==> config.mk <==
export PLATFORM = sky130hd
export DESIGN_NAME = vram_write_arbiter_flat
export DESIGN_NICKNAME = d
export VERILOG_FILES = /design/src/rtl/vram_write_arbiter_pkg.sv /design/src/rtl/vram_write_arbiter_if.sv /design/src/rtl/vram_write_arbiter_rr_priority_picker.sv /design/src/rtl/vram_write_arbiter.sv /design/src/flat_wrapper.sv
export SDC_FILE = /design/constraint.sdc
export NUM_CORES = 1
export LEC_CHECK = 0
export CAP_MARGIN = 40
export CORE_AREA = 2 2 709 711
export CTS_CLUSTER_DIAMETER = 100
export DETAILED_ROUTE_END_ITERATION = 7
export DIE_AREA = 0 0 711 713
export GPL_TIMING_DRIVEN = 0
export HOLD_SLACK_MARGIN = 0.08
export SKIP_LAST_GASP = 1
export SYNTH_ARGS = -nofsm -noshare
export SYNTH_HDL_FRONTEND = slang
export SYNTH_HIERARCHICAL = 1
export SYNTH_SLANG_ARGS = --single-unit
==> constraint.sdc <==
create_clock -name clk -period 6.7 [get_ports clk]
set_input_delay 1.005 -clock clk [delete_from_list [all_inputs] [get_ports clk]]
set_output_delay 1.005 -clock clk [all_outputs]
set_load 0.05 [all_outputs]
==> src/rtl/vram_write_arbiter_pkg.sv <==
// Shared VRAM write-port constants and the packed write-record type used by the
// framebuffer write arbiter and its neighbours.
package fractaski_vram_pkg;

    localparam int VRAM_ADDR_W  = 18;
    localparam int VRAM_DATA_W  = 8;
    localparam int VRAM_NUM_REQ = 64;

    typedef struct packed {
        logic [VRAM_ADDR_W-1:0] addr;
        logic [VRAM_DATA_W-1:0] data;
    } vram_wr_t;

endpackage

==> src/rtl/vram_write_arbiter_if.sv <==
// Bundle of tile request ports and the VRAM write port seen by the arbiter.
// The arbiter connects through the slave modport; the tile/VRAM side uses master.
interface vram_write_arbiter_if
    import fractaski_vram_pkg::*;
#(
    parameter int NUM_REQ = VRAM_NUM_REQ,
    parameter int ADDR_W  = VRAM_ADDR_W,
    parameter int DATA_W  = VRAM_DATA_W
) ();

    localparam int IDX_W = (NUM_REQ > 1) ? $clog2(NUM_REQ) : 1;

    logic                        hold;
    logic [NUM_REQ-1:0]          req_valid;
    logic [NUM_REQ*ADDR_W-1:0]   req_addr;
    logic [NUM_REQ*DATA_W-1:0]   req_data;
    logic [NUM_REQ-1:0]          req_ready;
    logic                        vram_valid;
    logic                        vram_ready;
    logic [ADDR_W-1:0]           vram_addr;
    logic [DATA_W-1:0]           vram_wdata;
    logic [IDX_W-1:0]            vram_src;
    logic                        idle;

    modport master (
        output hold, req_valid, req_addr, req_data, vram_ready,
        input  req_ready, vram_valid, vram_addr, vram_wdata, vram_src, idle
    );

    modport slave (
        input  hold, req_valid, req_addr, req_data, vram_ready,
        output req_ready, vram_valid, vram_addr, vram_wdata, vram_src, idle
    );

endinterface

==> src/rtl/vram_write_arbiter_rr_priority_picker.sv <==
// Combinational round-robin picker: lowest set request at or above ptr, else the
// lowest set request overall (wrap). Emits one-hot grant, its index and an any flag.
module rr_priority_picker #(
    parameter int NUM_REQ = 64,
    parameter int IDX_W   = (NUM_REQ > 1) ? $clog2(NUM_REQ) : 1
) (
    input  logic [NUM_REQ-1:0] req,
    input  logic [IDX_W-1:0]   ptr,
    output logic [NUM_REQ-1:0] grant,
    output logic [IDX_W-1:0]   idx,
    output logic               any
);

    logic [NUM_REQ-1:0] masked_s;
    logic [NUM_REQ-1:0] sel_s;
    logic [IDX_W-1:0]   idx_s;

    // Masked fixed-priority first, falling back to the unmasked vector when nothing sits at/above ptr
    always_comb begin
        masked_s = '0;
        for (int i = 0; i < NUM_REQ; i++) begin
            masked_s[i] = req[i] & (i >= int'(ptr));
        end
        sel_s = (|masked_s) ? masked_s : req;
        idx_s = '0;
        for (int i = NUM_REQ - 1; i >= 0; i--) begin
            idx_s = sel_s[i] ? IDX_W'(i) : idx_s;
        end
    end

    // One-hot grant derived from the chosen index
    always_comb begin
        any = |req;
        idx = idx_s;
        if (any) begin
            grant = NUM_REQ'(1) << idx_s;
        end else begin
            grant = '0;
        end
    end

endmodule

==> src/rtl/vram_write_arbiter.sv <==
// Round-robin arbiter sharing the single VRAM write port among all tiles: one
// winner per cycle is captured into a registered output slot driving VRAM.
module vram_write_arbiter
    import fractaski_vram_pkg::*;
#(
    parameter int NUM_REQ = VRAM_NUM_REQ,
    parameter int ADDR_W  = VRAM_ADDR_W,
    parameter int DATA_W  = VRAM_DATA_W
) (
    input  logic                 clk,
    input  logic                 reset_n,
    vram_write_arbiter_if.slave  bus
);

    localparam int IDX_W = (NUM_REQ > 1) ? $clog2(NUM_REQ) : 1;

    typedef struct packed {
        logic [ADDR_W-1:0] addr;
        logic [DATA_W-1:0] data;
    } slot_t;

    slot_t              slot_r;
    logic               valid_r;
    logic [IDX_W-1:0]   src_r;
    logic [IDX_W-1:0]   ptr_r;

    logic [NUM_REQ-1:0] grant_s;
    logic [IDX_W-1:0]   win_idx_s;
    logic               any_s;
    logic               slot_free_s;
    logic               grant_en_s;

    rr_priority_picker #(
        .NUM_REQ (NUM_REQ),
        .IDX_W   (IDX_W)
    ) u_picker (
        .req   (bus.req_valid),
        .ptr   (ptr_r),
        .grant (grant_s),
        .idx   (win_idx_s),
        .any   (any_s)
    );

    // Grant only when the slot empties this cycle; reset_n gating keeps req_ready low during reset
    always_comb begin
        slot_free_s = ~valid_r | bus.vram_ready;
        grant_en_s  = slot_free_s & ~bus.hold & any_s & reset_n;
        if (grant_en_s) begin
            bus.req_ready = grant_s;
        end else begin
            bus.req_ready = '0;
        end
    end

    // Output slot and round-robin pointer; the pointer moves only on a transfer
    always_ff @(posedge clk or negedge reset_n) begin
        if (!reset_n) begin
            slot_r  <= '0;
            valid_r <= 1'b0;
            src_r   <= '0;
            ptr_r   <= '0;
        end else if (grant_en_s) begin
            valid_r     <= 1'b1;
            slot_r.addr <= bus.req_addr[win_idx_s*ADDR_W +: ADDR_W];
            slot_r.data <= bus.req_data[win_idx_s*DATA_W +: DATA_W];
            src_r       <= win_idx_s;
            ptr_r       <= (win_idx_s == IDX_W'(NUM_REQ - 1)) ? '0 : win_idx_s + IDX_W'(1);
        end else if (bus.vram_ready) begin
            valid_r <= 1'b0;
        end else begin
            valid_r <= valid_r;
        end
    end

    // Registered VRAM port plus the combinational idle summary
    always_comb begin
        bus.vram_valid = valid_r;
        bus.vram_addr  = slot_r.addr;
        bus.vram_wdata = slot_r.data;
        bus.vram_src   = src_r;
        bus.idle       = ~valid_r & ~(|bus.req_valid);
    end

endmodule

==> src/flat_wrapper.sv <==
// flat-port wrapper written by rule: the top's interface ports become plain ports
module vram_write_arbiter_flat import fractaski_vram_pkg::*;
#(
    parameter int NUM_REQ = VRAM_NUM_REQ,
    parameter int ADDR_W  = VRAM_ADDR_W,
    parameter int DATA_W  = VRAM_DATA_W
)
  (clk, reset_n, bus_hold, bus_req_valid, bus_req_addr, bus_req_data, bus_vram_ready, bus_req_ready, bus_vram_valid, bus_vram_addr, bus_vram_wdata, bus_vram_src, bus_idle);
  vram_write_arbiter_if #(.NUM_REQ(NUM_REQ), .ADDR_W(ADDR_W), .DATA_W(DATA_W)) bus_i ();
  input  logic clk;
  input  logic reset_n;
  input wire logic [$bits(bus_i.hold)-1:0] bus_hold;
  input wire logic [$bits(bus_i.req_valid)-1:0] bus_req_valid;
  input wire logic [$bits(bus_i.req_addr)-1:0] bus_req_addr;
  input wire logic [$bits(bus_i.req_data)-1:0] bus_req_data;
  input wire logic [$bits(bus_i.vram_ready)-1:0] bus_vram_ready;
  output wire logic [$bits(bus_i.req_ready)-1:0] bus_req_ready;
  output wire logic [$bits(bus_i.vram_valid)-1:0] bus_vram_valid;
  output wire logic [$bits(bus_i.vram_addr)-1:0] bus_vram_addr;
  output wire logic [$bits(bus_i.vram_wdata)-1:0] bus_vram_wdata;
  output wire logic [$bits(bus_i.vram_src)-1:0] bus_vram_src;
  output wire logic [$bits(bus_i.idle)-1:0] bus_idle;
  assign bus_i.hold = bus_hold;
  assign bus_i.req_valid = bus_req_valid;
  assign bus_i.req_addr = bus_req_addr;
  assign bus_i.req_data = bus_req_data;
  assign bus_i.vram_ready = bus_vram_ready;
  assign bus_req_ready = bus_i.req_ready;
  assign bus_vram_valid = bus_i.vram_valid;
  assign bus_vram_addr = bus_i.vram_addr;
  assign bus_vram_wdata = bus_i.vram_wdata;
  assign bus_vram_src = bus_i.vram_src;
  assign bus_idle = bus_i.idle;
  vram_write_arbiter #(.NUM_REQ(NUM_REQ), .ADDR_W(ADDR_W), .DATA_W(DATA_W)) u_core (.clk(clk), .reset_n(reset_n), .bus(bus_i));
endmodule
==> out/metrics.csv, run 1 <==
stage;metric;value;unit
status;outcome;complete, but fails checks;
status;violations;negative setup slack;
power_and_ir_drop;p_int;11300;uW
placed_design;dpl_worst_slack;-3.96;ns
drt;first_pass_iters;6;
worst_setup_path;cp.depth;31;
power_and_ir_drop;powerComb;26400;uW
clock_tree;post_cts_resized;799;
worst_setup_path;crit_path_frequent_cell;buf_4;
finish;dominant_cells;buffers;
clock_tree;h-tree-depth;2;
finish;comb.multi_input.count;1622;
finish;final_layout_size_suffix_gt1_share;31.9;%
synthesis;ys_sh_adder;0.0659;%
synthesis;ys_cells;1900;
synthesis;synth.area.mux_share;52.2;%
min_path;worst_hold_path_type;input pin to asynchronous set/reset pin;
power_and_ir_drop;ir_worst_vdd;283;uV
finish;fillers;57400;
synthesis;ys_ff;39;
synthesis;edf_count;0;
synthesis;yosysUniqueCellTypes;87;
power_and_ir_drop;power_frac_comb;96.6;%
synthesis;syn-instance-count;1900;
sta;max_freq;0.142;GHz
finish;fin_nets;5841;
power_and_ir_drop;power_density;505;nW/um^2
power_and_ir_drop;power_switching;16100;uW
worst_setup_path;ff2ff_path_depth;31;
synthesis;most_common_cell;mux4_2;
synthesis;ys_sh_aoi;18.4;%
power_and_ir_drop;power.total;27400;uW
placed_design;place_area;48600;um^2
finish;largest_reg_flops;18;
sta;finalHoldViolCount;0;
clock_tree;post_cts_buffers;112;
worst_setup_path;cp_num_buf_inv;15;
synthesis;async_flop_share;100;%
synthesis;synth-main-ff-cell;dfrtp_1;
synthesis;top_cell_area_share;48.6;%
finish;antenna_cells;132;
finish;logic_area;18900;um^2
global_routing;grt_pass1_wl;512000;um
drt;vias_per_cell;2.92;
global_routing;grt_max_degree;37;
floorplanning;floorplan.core_util;3.80;%
placed_design;hpwl;408000;um
synthesis;floorplan.nets;3633;
power_and_ir_drop;switching_share;58.7;%
worst_setup_path;rr_startpoint;u_core/ptr_r[2]$_DFFE_PN0P_;
worst_setup_path;slowest_stage;mux4_2;
power_and_ir_drop;seq_power_share;1.9;%
global_routing;overflow;0;
placed_design;io_buffers;1829;
clock_tree;ctsHoldBuffers;0;
synthesis;simple_gate_area_share;17.8;%
run;warning_count;29;
floorplanning;ioPinCount;1830;
worst_setup_path;cp.arrival;7.26;ns
synthesis;synth-xor-area-share;0.185;%
clock_tree;root_buffer;clkbuf_16;
sta;layout_setup_ws;-0.331;ns
sta;fin_setup_tns;-5.73;ns
sta;worst_pin_slew;0.891;ns
floorplanning;die_area;507000;um^2
synthesis;top_cells_by_area;mux4_2, dfrtp_1, mux2i_1;
worst_setup_path;path_class;flop to flop;
run;cap_violations;0;
worst_setup_path;crit_required;6.93;ns
finish;final_common_cell;clkdlybuf4s50_1;
worst_setup_path;critical_path.top_delay_family;AND-OR/OR-AND gates;
finish;comb_share;34.9;%
finish;num-nonclk-inverters;22;
placed_design;gp_congestion;0.953;
drt;drcViolationCount;0;
power_and_ir_drop;p_leak;0.0172;uW
global_routing;grt_pass1_vias;31600;
synthesis;yosysTopAreaCell;mux4_2;
finish;seq_area;981;um^2
synthesis;logic_family;multiplexers;
synthesis;syn_area;19000;um^2
sta;finalClockPeriodUsage;105;%
worst_setup_path;start_kind;flop;
clock_tree;cts_tree;done;
worst_setup_path;cpPeakStageDelay;0.52;ns
global_routing;antenna_found_initial;346;
sta;holdWs;0.413;ns
global_routing;track_usage;16.8;%
finish;n_all_buffers;2418;
sta;maxSlewHeadroom;40.6;%
drt;postRouteAntennaNets;0;
clock_tree;clkTransAtPathRegs;0.14;ns
finish;clock_area_share;0.312;%
drt;wl_per_cell;40.5;um
synthesis;top_cells_by_count;mux4_2, nor2_1, nand2_1, clkbuf_1, buf_2;
worst_setup_path;crit_path_start;u_core/ptr_r[2]$_DFFE_PN0P_;
synthesis;ys_seq_share;5.14;%
worst_setup_path;path_max_fanout;6;
finish;ff_count;39;
sta;final-setup-viol-count;36;
sta;rsz0062_at_grt;true;
placed_design;dp_cells;10600;
drt;first_iter_violations;2682;
finish;stdcell_count;10900;
synthesis;synth_area_per_cell;9.99;um^2
power_and_ir_drop;powerSeq;526;uW
floorplanning;tap_cells;6681;
clock_tree;clockBufferDepth;2;
worst_setup_path;cp-end-kind;flop;
synthesis;yosys-stat-area;19000;um^2
finish;layout_top_cells;clkdlybuf4s50_1, mux4_2, buf_4;
finish;syn_to_final_growth;185;%
finish;buf_share;46.8;%
sta;finalMaxSlewViolations;0;
sta;period_needed;7.03;ns
floorplanning;die_h;713;um
floorplanning;die_w;711;um
power_and_ir_drop;power_leader;combinational logic;
synthesis;ys.warnings.count;6;
-- run 1: worst paths after layout --
kind	to	slack, ns
worst max-delay path	u_core/bus.vram_wdata[3]$_DFFE_PN0P_	-0.33
worst min-delay path	u_core/bus.vram_src[1]$_DFFE_PN0P_	0.41
worst max register to register	u_core/bus.vram_wdata[3]$_DFFE_PN0P_	-0.33
worst min register to register	u_core/bus.vram_src[5]$_DFFE_PN0P_	0.49
max in group asynchronous	u_core/ptr_r[2]$_DFFE_PN0P_	5.52
min in group clk	u_core/bus.vram_src[5]$_DFFE_PN0P_	0.49
-- run 1: metal layers --
layer  track usage (%)  share of wire, %
met3              6.03               8.7
met1              19.3                39
met2              29.9                49
met4              3.00               2.6
met5                 0              0.29
Fig. 1: run 1, placed cells, one colour a class
Scale: 1 px per um.
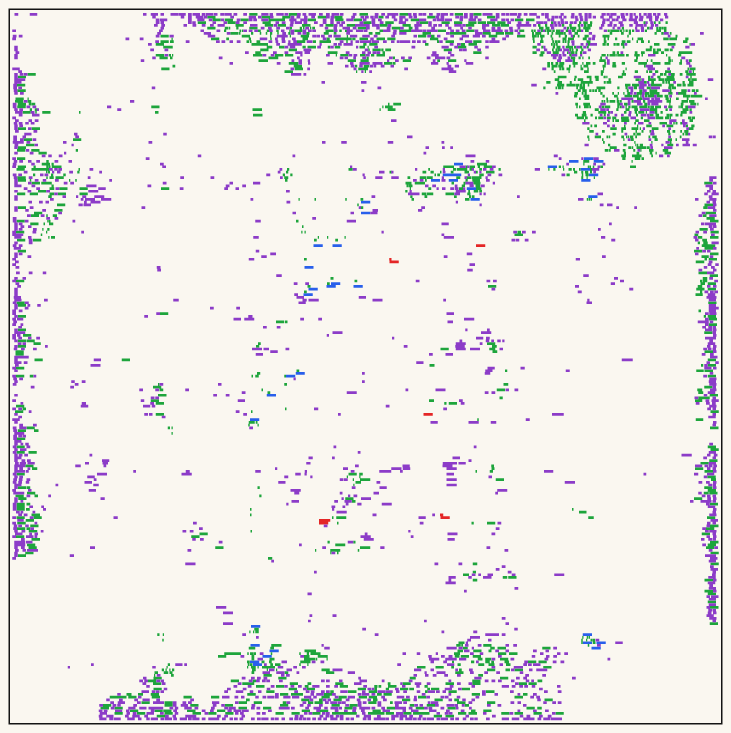
[sequential cells] blue | cells: 39
[combinational and other logic] green | cells: 1644
[clock drivers and dummy loads] red | cells: 8
[remaining buffers and delay cells] purple | cells: 2418
row cnt: 260
Layout Utilization: 10.8%
Seq area share: 1.81%
Core ar.: 500000 um^2
Finished Cell Area: 54200 um^2

Fig. 2: run 1, met3 routing
Scale: 1 px per um.
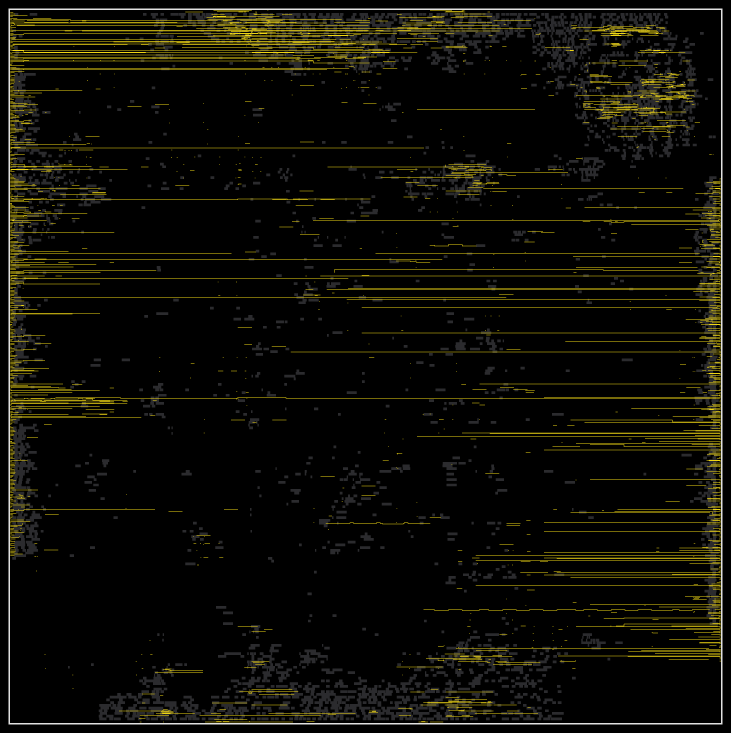
longest straight run: 495 um
main direction: horizontal
wire length on this layer: 38.7 mm
share of all routed wire: 8.8%
nets with wire on the layer: 1264
Vias: 31900
Detailed Route WL: 442000 um
met3 global-route usage: 6.03%

Fig. 3: run 1, clock distribution
Scale: 1 px per um.
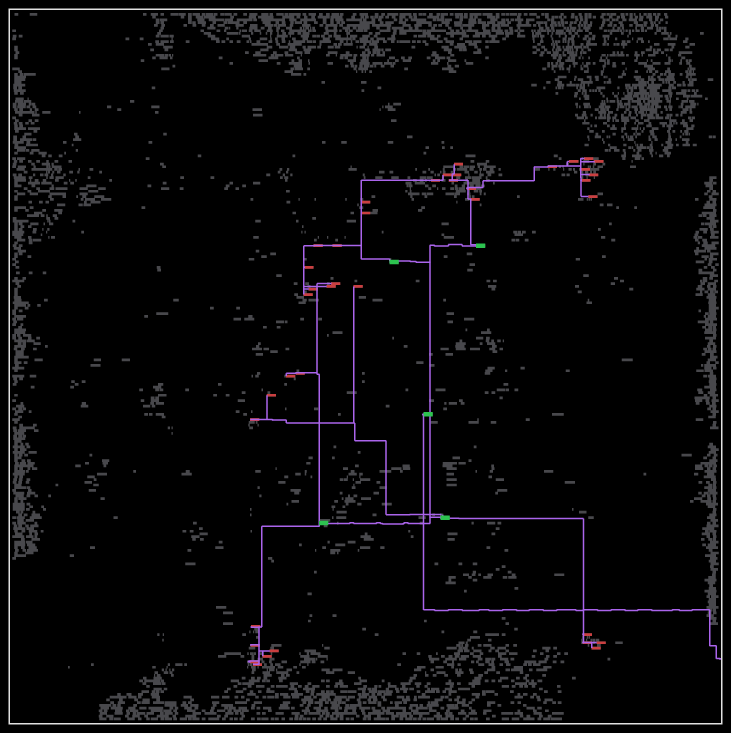
[clock drivers] green | count: 5
[flip-flops] red | count: 39
[clock wires] purple | length: 3010 um
routed clock nets: 6
Latency at later pin: 0.41 ns
Clk. pwr: 409 uW
Final Skew: 0.0368 ns
Clk pwr share: 1.5%

Fig. 4: run 1, the clock network
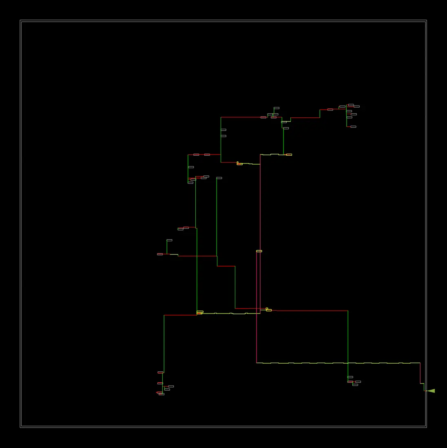
cts bufs inserted: 5
# clock sinks: 39
clock buffers: 5

==> run 1 -> run 2 <==
- RECOVER_POWER: not set -> 100
- TNS_END_PERCENT: not set -> 10
Fig. 5: run 2, clock distribution
Scale: 1 px per um.
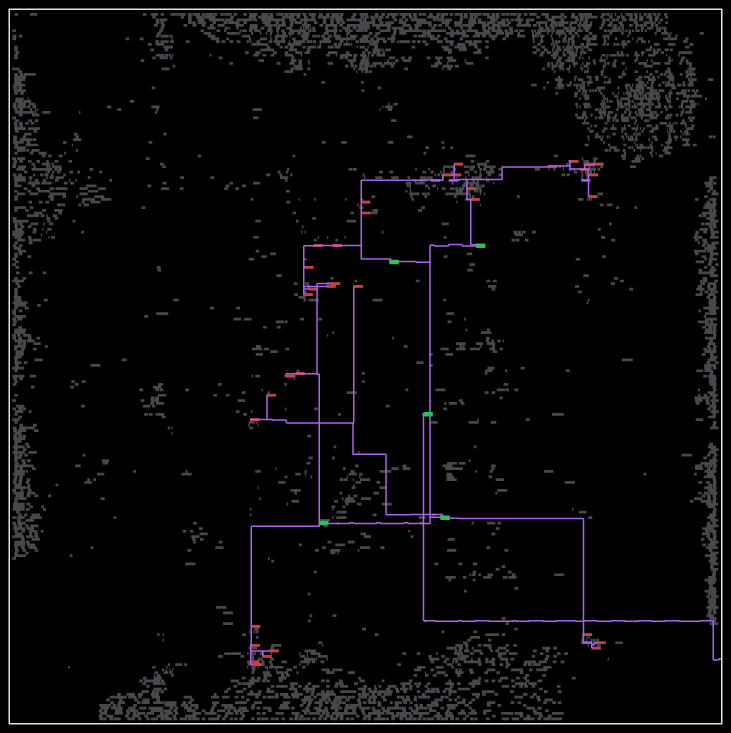
[clock drivers] green | count: 5
[clock wires] purple | length: 2970 um
[flip-flops] red | count: 39
routed clock nets: 6
Final Skew: 0.0380 ns
Clk. pwr: 399 uW

==> run 2 against run 1 <==
Compared with the run above: worst hold slack improved by 0.081 ns; cell count fell by 0.83%; non-clock buffer count fell by 79; fmax fell by 2.2%; cell area fell by 3.3%; clock power fell by 2%; global-route usage fell by 0.056 points; core utilization fell by 0.36 points; combinational power fell by 5%; the flow finishes with violations (max-capacitance violations, max-slew violations, negative setup slack); first-iteration DRC count rose by 1.7%; sequential power fell by 2%; critical endpoint is now u_core/bus.vram_wdata[2]$_DFFE_PN0P_; area after synthesis did not move.
==> out/metrics.csv, run 2 <==
stage;metric;value;unit;change
clock_tree;clock-sinks;39;;unchanged
synthesis;most_common_cell;mux4_2;;
power_and_ir_drop;powerSeq;518;uW;-2%
sta;layout_setup_ws;-0.489;ns;-0.158 ns
sta;final-setup-viol-count;85;;+140%
power_and_ir_drop;power_density;494;nW/um^2;-2.3%
synthesis;floorplan.nets;3633;;unchanged
synthesis;top_cells_by_count;mux4_2, nor2_1, nand2_1, clkbuf_1, buf_2;;
synthesis;ys.warnings.count;6;;unchanged
status;outcome;complete, but fails checks;;
clock_tree;clockBufferDepth;2;;unchanged
placed_design;dp_cells;10600;;unchanged
clock_tree;clkTransAtPathRegs;0.09;ns;-0.05 ns
synthesis;synth-main-ff-cell;dfrtp_1;;
finish;fin_area;52400;um^2;-3.3%
worst_setup_path;cp.depth;28;;-9.7%
synthesis;yosys-stat-area;19000;um^2;unchanged
finish;fillers;57600;;+0.25%
run;cap_violations;8;;+8
finish;stdcell_count;10800;;-0.83%
synthesis;synth_area_per_cell;9.99;um^2;unchanged
synthesis;ys_cells;1900;;unchanged
floorplanning;tap_cells;6681;;unchanged
finish;seq_area;981;um^2;unchanged
synthesis;syn-instance-count;1900;;unchanged
power_and_ir_drop;power_frac_clock;1.5;%;about the same
finish;ff_count;39;;unchanged
worst_setup_path;rrSetupSlack;-0.49;ns;-0.16 ns
floorplanning;row_count;260;;unchanged
drt;drcViolationCount;0;;unchanged
sta;holdWs;0.494;ns;+0.0807 ns
sta;worst_pin_slew;1.97;ns;+1.08 ns
floorplanning;floorplan.core_util;3.80;%;unchanged
synthesis;async_flop_share;100;%;unchanged
status;violations;max-capacitance violations, max-slew violations, negative setup slack;;
synthesis;edf_count;0;;unchanged
global_routing;grt_max_degree;37;;unchanged
power_and_ir_drop;power_leader;combinational logic;;
global_routing;grt_pass1_vias;31300;;-0.95%
power_and_ir_drop;power_switching;15700;uW;-2.6%
synthesis;syn_area;19000;um^2;unchanged
power_and_ir_drop;power_frac_comb;96.5;%;about the same
sta;finalMaxSlewViolations;8;;+8
finish;n_all_buffers;2339;;-3.3%
sta;period_needed;7.19;ns;+0.158 ns
finish;comb.multi_input.count;1622;;unchanged
worst_setup_path;crit_path_start;bus_req_valid[22];;
floorplanning;die_area;507000;um^2;unchanged
worst_setup_path;cp.arrival;7.42;ns;+0.16 ns
worst_setup_path;crit_required;6.93;ns;about the same
finish;fin_nets;5762;;-1.4%
sta;max_freq;0.139;GHz;-2.2%
sta;finalClockPeriodUsage;107;%;+2.4 points
synthesis;top_cell_area_share;48.6;%;unchanged
finish;buf_share;46.0;%;-0.77 points
worst_setup_path;rr_endpoint;u_core/bus.vram_wdata[2]$_DFFE_PN0P_;;
placed_design;hpwl;408000;um;unchanged
clock_tree;h-tree-depth;2;;unchanged
clock_tree;root_buffer;clkbuf_16;;
worst_setup_path;path_class;input pin to flop;;
worst_setup_path;path_max_fanout;10;;+4
worst_setup_path;cpPeakStageDelay;0.70;ns;+0.18 ns
power_and_ir_drop;ir_worst_vdd;270;uV;-4.4%
placed_design;place_area;48600;um^2;unchanged
drt;vias_per_cell;2.91;;-0.23%
placed_design;dpl_worst_slack;-3.96;ns;unchanged
finish;layout_top_cells;clkdlybuf4s50_1, mux4_2, buf_4;;
power_and_ir_drop;seq_power_share;2.0;%;about the same
finish;antenna_cells;120;;-9.1%
run 2: cell counts after synthesis:
No cell type changed its count.
run 2: cells by family after synthesis:
family | synth area share (%)
flip-flops | 5.14
buffers and inverters | 6.25
multiplexers | 52.2
adder cells (fa/ha/maj) | 0.0659
XOR/XNOR | 0.185
AND-OR/OR-AND | 18.4
AND/OR/NAND/NOR | 17.8
run 2: routing by layer:
layer  up-vias  track usage (%)  part of all wire (%)
met3       753             6.00                   8.9
met5         -                0                  0.29
li1      12500                -                     -
met2      2319             29.7                    50
met1     15800             19.3                    39
met4       200             3.07                   2.4
run 2: repair_timing:
action	CTS	global route
hold endpoints to repair	0	0
hold buffers	0	0
gates cloned	2	3
setup endpoints to repair	97	91
pin swaps	45	24
setup buffers	67	37
gates resized	554	144
No activity file was given, so power comes from the tool's default toggle rates.
